### src/rtl/proc_pkg.sv
// Shared types and defaults for the processor's memory arbiter.
package proc_pkg;

  localparam int unsigned ARB_AW          = 16;
  localparam int unsigned ARB_DW          = 16;
  localparam int unsigned ARB_TIMEOUT_DEF = 64;
  localparam int unsigned ARB_TW_DEF      = 7;

  typedef enum logic [1:0] {
    ARB_IDLE  = 2'd0,
    ARB_ISSUE = 2'd1,
    ARB_WAIT  = 2'd2
  } arb_state_e;

  typedef enum logic {
    OWN_IF = 1'b0,
    OWN_DM = 1'b1
  } owner_e;

  // Transaction captured from the winning requester in IDLE.
  typedef struct packed {
    owner_e              owner;
    logic                wr;
    logic [ARB_AW-1:0]   addr;
    logic [ARB_DW-1:0]   wdata;
  } arb_txn_t;

endpackage

### src/rtl/arb_watchdog.sv
// Counts stalled cycles of the active transaction and flags when the
// memory has failed to respond within TIMEOUT cycles.
module arb_watchdog
  import proc_pkg::*;
#(
  parameter int unsigned TIMEOUT = ARB_TIMEOUT_DEF,
  parameter int unsigned TW      = ARB_TW_DEF
) (
  input  logic clk,
  input  logic rst,
  input  logic clear,
  input  logic run,
  input  logic hit,
  output logic expired
);

  logic [TW-1:0] cnt_q, cnt_d;

  // Saturating stall counter; cleared when a new transaction starts.
  always_comb begin
    cnt_d = cnt_q;
    if (clear) begin
      cnt_d = '0;
    end else if (run && !hit && (cnt_q != TW'(TIMEOUT))) begin
      cnt_d = cnt_q + TW'(1);
    end
  end

  always_ff @(posedge clk) begin
    if (rst) begin
      cnt_q <= '0;
    end else begin
      cnt_q <= cnt_d;
    end
  end

  // Fires in the TIMEOUT-th stalled cycle, counting the issue cycle as the first.
  assign expired = run && !hit && (cnt_q == TW'(TIMEOUT - 1));

endmodule

### src/rtl/mem_arbiter.sv
// Shares one multi-cycle memory port between instruction fetch and data access.
// Define MEM_ARB_RR_EN for round-robin tie breaking; otherwise data wins ties.
module mem_arbiter
  import proc_pkg::*;
#(
  parameter int unsigned TIMEOUT = ARB_TIMEOUT_DEF,
  parameter int unsigned TW      = ARB_TW_DEF
) (
  input  logic              clk,
  input  logic              rst,
  input  logic              if_req,
  input  logic [ARB_AW-1:0] if_addr,
  output logic              if_grant,
  output logic              if_done,
  output logic [ARB_DW-1:0] if_rdata,
  input  logic              dm_req,
  input  logic              dm_wr,
  input  logic [ARB_AW-1:0] dm_addr,
  input  logic [ARB_DW-1:0] dm_wdata,
  output logic              dm_grant,
  output logic              dm_done,
  output logic [ARB_DW-1:0] dm_rdata,
  output logic              mem_en,
  output logic              mem_wr,
  output logic [ARB_AW-1:0] mem_addr,
  output logic [ARB_DW-1:0] mem_wdata,
  input  logic [ARB_DW-1:0] mem_rdata,
  input  logic              mem_done,
  output logic              err
);

  arb_state_e state_q, state_d;
  arb_txn_t   txn_q, txn_d;
  logic       err_q, err_d;
  owner_e     winner_c;
  logic       any_req_c;
  logic       busy_c;
  logic       complete_c;
  logic       owner_req_c;
  logic       wd_clear_c;
  logic       wd_expired_c;

`ifdef MEM_ARB_RR_EN
  owner_e     last_owner_q, last_owner_d;
`endif

  assign any_req_c   = if_req || dm_req;
  assign busy_c      = (state_q == ARB_ISSUE) || (state_q == ARB_WAIT);
  assign complete_c  = busy_c && mem_done;
  assign owner_req_c = (txn_q.owner == OWN_DM) ? dm_req : if_req;
  assign wd_clear_c  = (state_q == ARB_IDLE) && any_req_c;

  // Winner selection; data accesses belong to older instructions.
  always_comb begin
    winner_c = OWN_IF;
`ifdef MEM_ARB_RR_EN
    if (if_req && dm_req) begin
      if (last_owner_q == OWN_IF) winner_c = OWN_DM;
      else                        winner_c = OWN_IF;
    end else if (dm_req) begin
      winner_c = OWN_DM;
    end
`else
    if (dm_req) winner_c = OWN_DM;
`endif
  end

  arb_watchdog #(
    .TIMEOUT (TIMEOUT),
    .TW      (TW)
  ) u_watchdog (
    .clk     (clk),
    .rst     (rst),
    .clear   (wd_clear_c),
    .run     (busy_c),
    .hit     (mem_done),
    .expired (wd_expired_c)
  );

  // Next-state, latch and sticky-error logic.
  always_comb begin
    state_d = state_q;
    txn_d   = txn_q;
    err_d   = err_q;
`ifdef MEM_ARB_RR_EN
    last_owner_d = last_owner_q;
`endif
    case (state_q)
      ARB_IDLE: begin
        if (mem_done) err_d = 1'b1;
        if (any_req_c) begin
          txn_d.owner = winner_c;
          if (winner_c == OWN_DM) begin
            txn_d.wr    = dm_wr;
            txn_d.addr  = dm_addr;
            txn_d.wdata = dm_wdata;
          end else begin
            txn_d.wr    = 1'b0;
            txn_d.addr  = if_addr;
            txn_d.wdata = '0;
          end
`ifdef MEM_ARB_RR_EN
          last_owner_d = winner_c;
`endif
          state_d = ARB_ISSUE;
        end
      end
      ARB_ISSUE, ARB_WAIT: begin
        if (!owner_req_c) err_d = 1'b1;
        if (mem_done) begin
          state_d = ARB_IDLE;
        end else if (wd_expired_c) begin
          err_d   = 1'b1;
          state_d = ARB_IDLE;
        end else begin
          state_d = ARB_WAIT;
        end
      end
      default: state_d = ARB_IDLE;
    endcase
  end

  always_ff @(posedge clk) begin
    if (rst) begin
      state_q <= ARB_IDLE;
      txn_q   <= '0;
      err_q   <= 1'b0;
`ifdef MEM_ARB_RR_EN
      last_owner_q <= OWN_IF;
`endif
    end else begin
      state_q <= state_d;
      txn_q   <= txn_d;
      err_q   <= err_d;
`ifdef MEM_ARB_RR_EN
      last_owner_q <= last_owner_d;
`endif
    end
  end

  // Memory side is driven from the latched transaction.
  assign mem_en    = (state_q == ARB_ISSUE);
  assign mem_wr    = mem_en && txn_q.wr;
  assign mem_addr  = txn_q.addr;
  assign mem_wdata = txn_q.wdata;

  assign if_grant  = busy_c && (txn_q.owner == OWN_IF);
  assign dm_grant  = busy_c && (txn_q.owner == OWN_DM);
  assign if_done   = complete_c && (txn_q.owner == OWN_IF);
  assign dm_done   = complete_c && (txn_q.owner == OWN_DM);
  assign if_rdata  = if_done ? mem_rdata : '0;
  assign dm_rdata  = dm_done ? mem_rdata : '0;
  assign err       = err_q;

endmodule

### config.mk
export PLATFORM = sky130hd
export DESIGN_NAME = mem_arbiter
export DESIGN_NICKNAME = d
export VERILOG_FILES = /design/src/rtl/proc_pkg.sv /design/src/rtl/arb_watchdog.sv /design/src/rtl/mem_arbiter.sv
export SDC_FILE = /design/constraint.sdc
export NUM_CORES = 1
export LEC_CHECK = 0
export ABC_AREA = 1
export ABC_CLOCK_PERIOD_IN_PS = 3800
export CELL_PAD_IN_SITES_DETAIL_PLACEMENT = 1
export CELL_PAD_IN_SITES_GLOBAL_PLACEMENT = 1
export CORE_MARGIN = 2
export CORE_UTILIZATION = 45
export CTS_CLUSTER_SIZE = 12
export DETAILED_ROUTE_END_ITERATION = 10
export DONT_BUFFER_PORTS = 1
export HOLD_SLACK_MARGIN = 0.06
export PLACE_DENSITY_LB_ADDON = 0.1
export SYNTH_ARGS = -nofsm -noshare
export SYNTH_HDL_FRONTEND = slang
export SYNTH_SLANG_ARGS = --single-unit
### constraint.sdc
create_clock -name clk -period 3.8 [get_ports clk]
set_input_delay 0.95 -clock clk [delete_from_list [all_inputs] [get_ports clk]]
set_output_delay 0.95 -clock clk [all_outputs]
set_load 0.01 [all_outputs]
==> results.txt, run 1 <==
Yosys warning total - 0
pre-CTS setup slack - 1.073 ns
Post-Route WL - 5210 um
critical path peak fanout - 17
Peak supply drop - 0.0003167 V
period utilization - 79.79%
Post-Syn Nets - 412
Netlist cell types - 24
TNS Setup - 0 ns
Final Hold Vio Count - 0
Filler cells - 675
Final Setup Violations - 0
CTS Hold Bufs - 0
Synth Area in Adders - 2.121%
slowest stage delay, CP - 0.38 ns
IO Pins - 141
post_cts resized - 0
Worst EP arrival - 2.08 ns
CTS tree - done
Int Pwr - 748.9 uW
Die Height - 76.42 um
drt wl/cell - 13.97 um
Post-synth top cells - nand2_1, inv_1, dfxtp_1
hold_sp - u_watchdog.cnt_q[6]$_SDFFE_PP0P_
highest clock rate - 329.8 MHz
RSZ-0062 raised after global routing - false
tally of non-filler cells in the final layout - 373
Top class by area - logic gates
max-slew violation count - 0
cell type with the largest total area - dfxtp_1
clock network area share - 4.964%
Crit-path slowest cell - nand2_1
crit path cell chain - inv_1, ha_1, inv_1, nor2_1, nand2_1, nor2_1
yosys cell count - 338
post-layout minimum cycle time - 3.032 ns
# diodes - 0
CP required - 2.85 ns
Crit path max-delay family - simple AND/OR/NAND/NOR gates
Comb power frac - 15.3%
Hold Path End - u_watchdog.cnt_q[6]$_SDFFE_PP0P_
Via Count - 1873
cell chosen for the clock root - clkbuf_8
first-pass GRT wire length - 8556 um
number of DRC markers in iteration 0 - 41
WS Path Type - flop to output port
vias in the first global route - 1879
Combinational Gates - 198
WP depth - 6
status - finished, final reports clean
gate count of the mapped netlist - 338
Compound Share, Synth - 14.10%
Fin Hold WS - 0.4824 ns
nets@finish - 376
Top FF cell, synth - dfxtp_1
leak pwr - 1.025 nW
Sequential Power Share - 51.2%
largest net degree at the start of global routing - 34
hpwl dp - 3873 um
XORs/XNORs by Area - 1.113%
Initial Util - 46.50%
clk buf depth - 2
R2R setup slack - 2.02 ns
area delta synth->final - -4.931%
Worst R2R End - txn_q[33]$_SDFFE_PP0P_
NonClk Buf Share - 0%
inverter count - 53
ratio of cells with drive above 1 in the final layout - 4.950%
Buffers, non-clock - 0
Yosys Chip Area - 2360 sq um
startpoint types - flop
Post-Synthesis Cell Area - 2360 sq um
worst slew pin tran - 0.5214 ns
Synth top cell by count - nand2_1
hold path cells - 2
most frequent cells in the layout - nand2_1, inv_1, dfxtp_1, nor2_1, o21ai_0
P_seq - 552 uW
Rel. slew slack - 65.15%
final worst slack - 0.7680 ns
htree depth - 2
share of flip-flops with an asynchronous set or reset - 0%
area share, top type - 37.33%
worst setup path endpoint - if_rdata[14]
pwr dens - 480.8 nW/um^2
Remaining DRCs - 0
GRT Util Overall - 17.93%
Die Area - 5839 sq um
Worst setup EP type - output port
MaxCap Viol Count - 0
core area - 5075 sq um
Clk pwr share - 33.5%
Sw Share - 30.57%
top comb family, area - simple AND/OR/NAND/NOR gates
Mapped Avg Cell Area - 6.982 sq um
clk latency late pin - 0.30 ns
Synth area leaders - dfxtp_1, nand2_1, buf_4
GP Congestion - 0.7206
OpenROAD warning count - 28
placed cell count - 365
FF-to-FF path depth - 7
vias per inst - 5.021
FFs & Latches - 44
Rows - 26
Reg-to-Reg Start - state_q[0]$_SDFFE_PP0P_
Initial DRT Pass Iterations - 4
clock buffer count - 5
Die X - 76.42 um
Basic Gates by Area - 23.54%
comb pwr - 165 uW
initial antenna violation count - 0
clock slew seen by the registers of the worst setup and hold paths - 0.08 ns
Largest Pwr Group - registers
# Post-CTS Setup Buffers - 0
HP Class - flop to flop
post-route ant nets - 0
CP startpoint - state_q[0]$_SDFFE_PP0P_
sw power - 329.7 uW
synthesized flop and latch total - 44
Post-synth seq share - 37.33%
combinational gate area - 964.7 sq um
Buf+Inv Stages, Crit Path - 2
mux share - 0%
grt total ovfl - 0
n_taps - 70
Post-synth EDFFs - 0
IO Port Bufs - 0
-- run 1: state kept, by name, summed over array words and instances, names as in the netlist --
signal            flops
txn_q                 2
err                   1
u_watchdog.cnt_q      7
state_q               2
mem_wdata            16
mem_addr             16
-- run 1: metrics by stage --
step / power (mW) / util [%] / area [sq um]
global placement: 0.7276 / 42.01 / 2132
CTS: 1.094 / 44.21 / 2243
finish: 1.079 / 44.21 / 2243
global route: 1.140 / 44.21 / 2243
detailed placement: 0.7328 / 42.01 / 2132
floorplan: 0.7553 / - / 2360
-- run 1: metal layers --
metal / up-vias / GRT usage [%] / share of wire (%)
met5: - / 0 / 0
met4: 0 / 6.727 / 1.2
met1: 863 / 18.24 / 39
li1: 944 / - / -
met3: 6 / 6.635 / 7.3
met2: 60 / 33.19 / 52
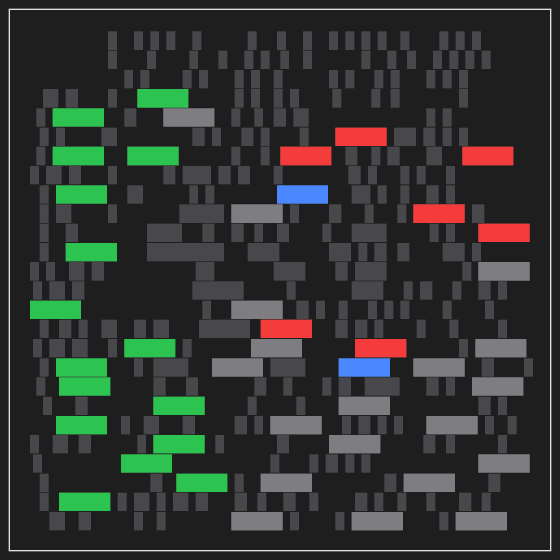
run_1/ff_map.png
Other sequential cells in the stronger grey, the rest of the logic in the fainter grey.
legend:
  txn_q:
    colour: blue
    sequential_cells: 2
  u_watchdog.cnt_q:
    colour: red
    sequential_cells: 7
  mem_addr:
    colour: green
    sequential_cells: 16
Seq area share: 39.26%
register area: 880.8 sq um
Core Util, Final: 44.21%

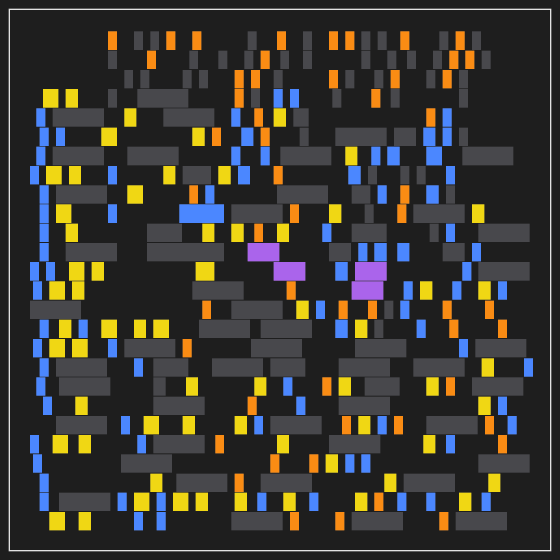
run_1/gates.png
legend:
  fa/ha/maj cells:
    colour: purple
    cells: 4
    most_used: ha_1
    where: middle
  nand cells:
    colour: blue
    cells: 82
    most_used: nand2_1
    where: spread over the die
  aoi and oai cells:
    colour: yellow
    cells: 62
    most_used: o21ai_0
    where: spread over the die
  inv cells:
    colour: orange
    cells: 53
    most_used: inv_1
combinational fraction of the cell area: 43.00%
Commonest Layout Cell: nand2_1

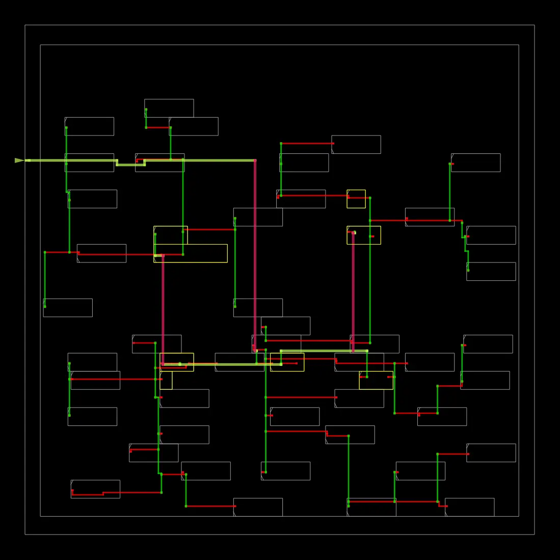
run_1/clock_nets.png
Clk power: 361 uW
CTS buffer count: 5
CTS sink count: 44
post-route clock skew: 0.008630 ns

run_1/clock_wires.png
The bar under the picture is 20 um long.
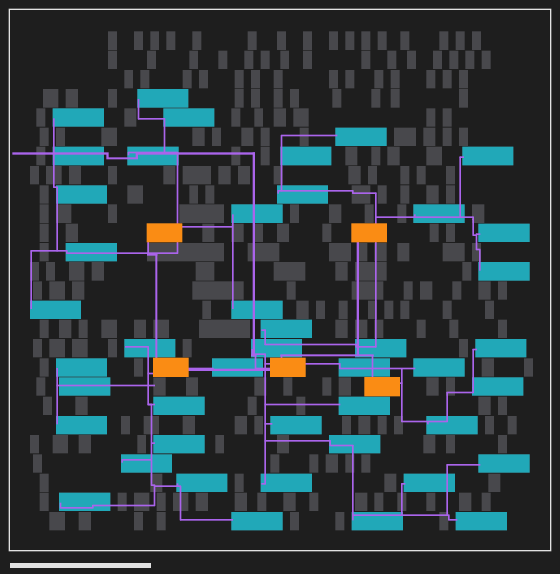

==> run 1 -> run 2 <==
--- a/config.mk
+++ b/config.mk
@@ -6,11 +6,11 @@
 export NUM_CORES = 1
 export LEC_CHECK = 0
 export ABC_AREA = 1
-export ABC_CLOCK_PERIOD_IN_PS = 3800
+export ABC_CLOCK_PERIOD_IN_PS = 2600
 export CELL_PAD_IN_SITES_DETAIL_PLACEMENT = 1
 export CELL_PAD_IN_SITES_GLOBAL_PLACEMENT = 1
 export CORE_MARGIN = 2
-export CORE_UTILIZATION = 45
+export CORE_UTILIZATION = 37
 export CTS_CLUSTER_SIZE = 12
 export DETAILED_ROUTE_END_ITERATION = 10
 export DONT_BUFFER_PORTS = 1
==> constraint.sdc (replaced) <==
create_clock -name clk -period 2.6 [get_ports clk]
set_input_delay 0.65 -clock clk [delete_from_list [all_inputs] [get_ports clk]]
set_output_delay 0.65 -clock clk [all_outputs]
set_load 0.01 [all_outputs]
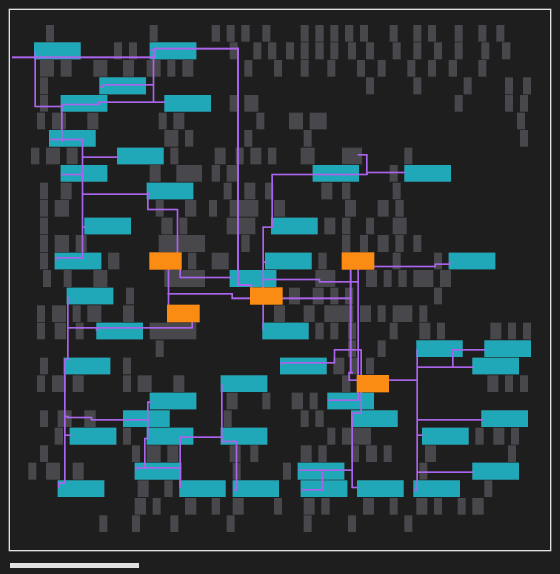
run_2/clock_wires.png
The bar under the picture is 20 um long.
legend:
  flip-flops:
    colour: cyan
    count: 44
  clock wires:
    colour: purple
    length: 615 um
  clock-net drivers:
    colour: orange
    count: 5
routed clock nets: 6
Clk power: 426 uW
Clk pwr share: 28.8%
post-route clock skew: 0.004130 ns

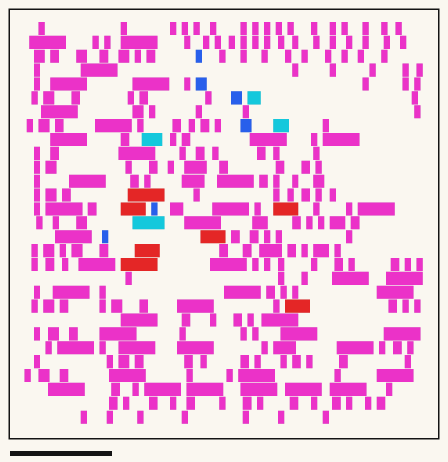
run_2/sizing.png
The bar under the picture is 20 um long.
legend:
  x6 and larger:
    colour: red
    cells: 7
    share: 2.3%
    most_used: clkbuf_8
  x1 and smaller:
    colour: magenta
    cells: 287
    share: 94%
    most_used: nand2_1
  x2:
    colour: blue
    cells: 6
    share: 2.0%
    most_used: inv_2
  x3 and x4:
    colour: cyan
    cells: 4
    share: 1.3%
Buffers, non-clock: 1
final worst slack: 0.2041 ns
area delta synth->final: -5.143%

==> results.txt, run 2 <==
status - finished, final reports clean
Remaining DRCs - 0 (unchanged)
startpoint types - flop
GP Congestion - 0.7702 (+6.9%)
leak pwr - 1.019 nW (-0.59%)
core area - 6241 sq um (+23%)
CTS Hold Bufs - 0 (unchanged)
clk buf depth - 2 (unchanged)
critical path peak fanout - 17 (unchanged)
Via Count - 1855 (-0.96%)
ratio of cells with drive above 1 in the final layout - 5.592% (+0.64 points)
Mapped Avg Cell Area - 6.982 sq um (unchanged)
highest clock rate - 417.4 MHz
combinational gate area - 969.7 sq um (+0.52%)
Synth top cell by count - nand2_1
Yosys warning total - 0 (unchanged)
hold path cells - 1 (-1)
largest net degree at the start of global routing - 34 (unchanged)
placed cell count - 373 (+2.2%)
drt wl/cell - 13.73 um (-1.7%)
first-pass GRT wire length - 8507 um (-0.57%)
Netlist cell types - 24 (unchanged)
CTS tree - done
HP Class - input pin to flop
top comb family, area - simple AND/OR/NAND/NOR gates
Top FF cell, synth - dfxtp_1
Die Area - 7033 sq um (+20%)
Peak supply drop - 0.0003083 V (-2.6%)
XORs/XNORs by Area - 1.113% (unchanged)
cell type with the largest total area - dfxtp_1
Crit path max-delay family - simple AND/OR/NAND/NOR gates
Synth Area in Adders - 2.121% (unchanged)
tally of non-filler cells in the final layout - 381 (+2.1%)
number of DRC markers in iteration 0 - 59 (+44%)
clock slew seen by the registers of the worst setup and hold paths - 0.08 ns (about the same)
Basic Gates by Area - 23.54% (unchanged)
Hold Path End - err$_SDFFE_PP0P_
Synth area leaders - dfxtp_1, nand2_1, buf_4
CP required - 1.95 ns (-0.90 ns)
Final Hold Vio Count - 0 (unchanged)
synthesized flop and latch total - 44 (unchanged)
Compound Share, Synth - 14.10% (unchanged)
Filler cells - 818 (+21%)
Fin Hold WS - 0.4143 ns (-0.06803 ns)
max-slew violation count - 0 (unchanged)
Post-Route WL - 5232 um (+0.42%)
OpenROAD warning count - 28 (unchanged)
final instance area - 2238 sq um (-0.22%)
initial antenna violation count - 0 (unchanged)
IO Pins - 141 (unchanged)
total power - 1.482 mW (+37%)
GRT Util Overall - 14.66% (-3.3 points)
clk latency late pin - 0.29 ns (about the same)
Post-synth EDFFs - 0 (unchanged)
vias in the first global route - 1821 (-3.1%)
Post-synth seq share - 37.33% (unchanged)
FF-to-FF path depth - 7 (unchanged)
pwr dens - 662.0 nW/um^2 (+38%)
# Post-CTS Setup Buffers - 0 (unchanged)
most frequent cells in the layout - nand2_1, inv_1, dfxtp_1, nor2_1, o21ai_0
share of flip-flops with an asynchronous set or reset - 0% (unchanged)
Rel. slew slack - 66.70% (+1.6 points)
Worst setup EP type - output port
period utilization - 92.15%
Die Height - 83.86 um (+9.7%)
yosys cell count - 338 (unchanged)
Initial Util - 37.81% (-8.7 points)
Post-synth top cells - nand2_1, inv_1, dfxtp_1
Crit-path slowest cell - dfxtp_1
Commonest Layout Cell - nand2_1
CTS sink count - 44 (unchanged)
IO Port Bufs - 0 (unchanged)
WS Path Type - flop to output port
Reg-to-Reg Start - state_q[0]$_SDFFE_PP0P_
slowest stage delay, CP - 0.34 ns (-0.04 ns)
grt total ovfl - 0 (unchanged)
htree depth - 2 (unchanged)
hpwl dp - 3896 um (+0.60%)
Rows - 29 (+12%)
Yosys Chip Area - 2360 sq um (unchanged)
# diodes - 0 (unchanged)
vias per inst - 4.869 (-3.0%)
mux share - 0% (unchanged)
WP depth - 6 (unchanged)
cell chosen for the clock root - clkbuf_8
post-layout minimum cycle time - 2.396 ns
R2R setup slack - 0.82 ns (-1.20 ns)
nets@finish - 377 (+0.27%)
Final Setup Violations - 0 (unchanged)
Die X - 83.86 um (+9.7%)
Initial DRT Pass Iterations - 3 (-1)
pre-CTS setup slack - 0.3348 ns (-0.7381 ns)
post-route ant nets - 0 (unchanged)
area share, top type - 37.33% (unchanged)
TNS Setup - 0 ns (unchanged)
register area - 880.8 sq um (unchanged)
CTS buffer count - 5 (unchanged)
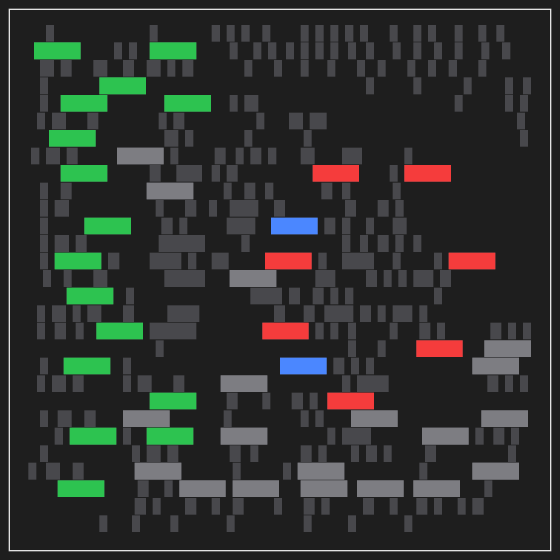
run_2/ff_map.png
Other sequential cells in the stronger grey, the rest of the logic in the fainter grey.
legend:
  mem_addr:
    colour: green
    sequential_cells: 16
  u_watchdog.cnt_q:
    colour: red
    sequential_cells: 7
  txn_q:
    colour: blue
    sequential_cells: 2
Seq area share: 39.35%
P_seq: 808 uW
Core Util, Final: 35.87%

[run 2: area by class of cell]
| class | count | share of cell area (%) |
|---|---|---|
| Multi-Input combinational cell | 198 | 43.32 |
| Sequential cell | 44 | 39.35 |
| Inverter | 53 | 8.888 |
| Tap cell | 77 | 4.304 |
| Clock buffer | 7 | 3.410 |
| Clock inverter | 1 | 0.3913 |
| Timing Repair Buffer | 1 | 0.3354 |
[run 2: repair_timing]
action                                  CTS  global route
endpoints found under the setup margin    2            33
gates cloned                              0             0
resized                                   1             2
[run 2: metal layers]
layer	routed length, um	global-route usage (%)	up-vias
met2	2641	25.67	56
li1	-	-	952
met3	350	4.946	7
met5	0	0	-
met1	2162	16.63	840
met4	77	4.985	0
[run 2: power by group]
part	internal, mW	switching [mW]
Combinational	0.0761	0.172
Sequential	0.739	0.0692
Clock	0.192	0.234
Power figures rest on the tool's default switching activity, not on a simulated workload.
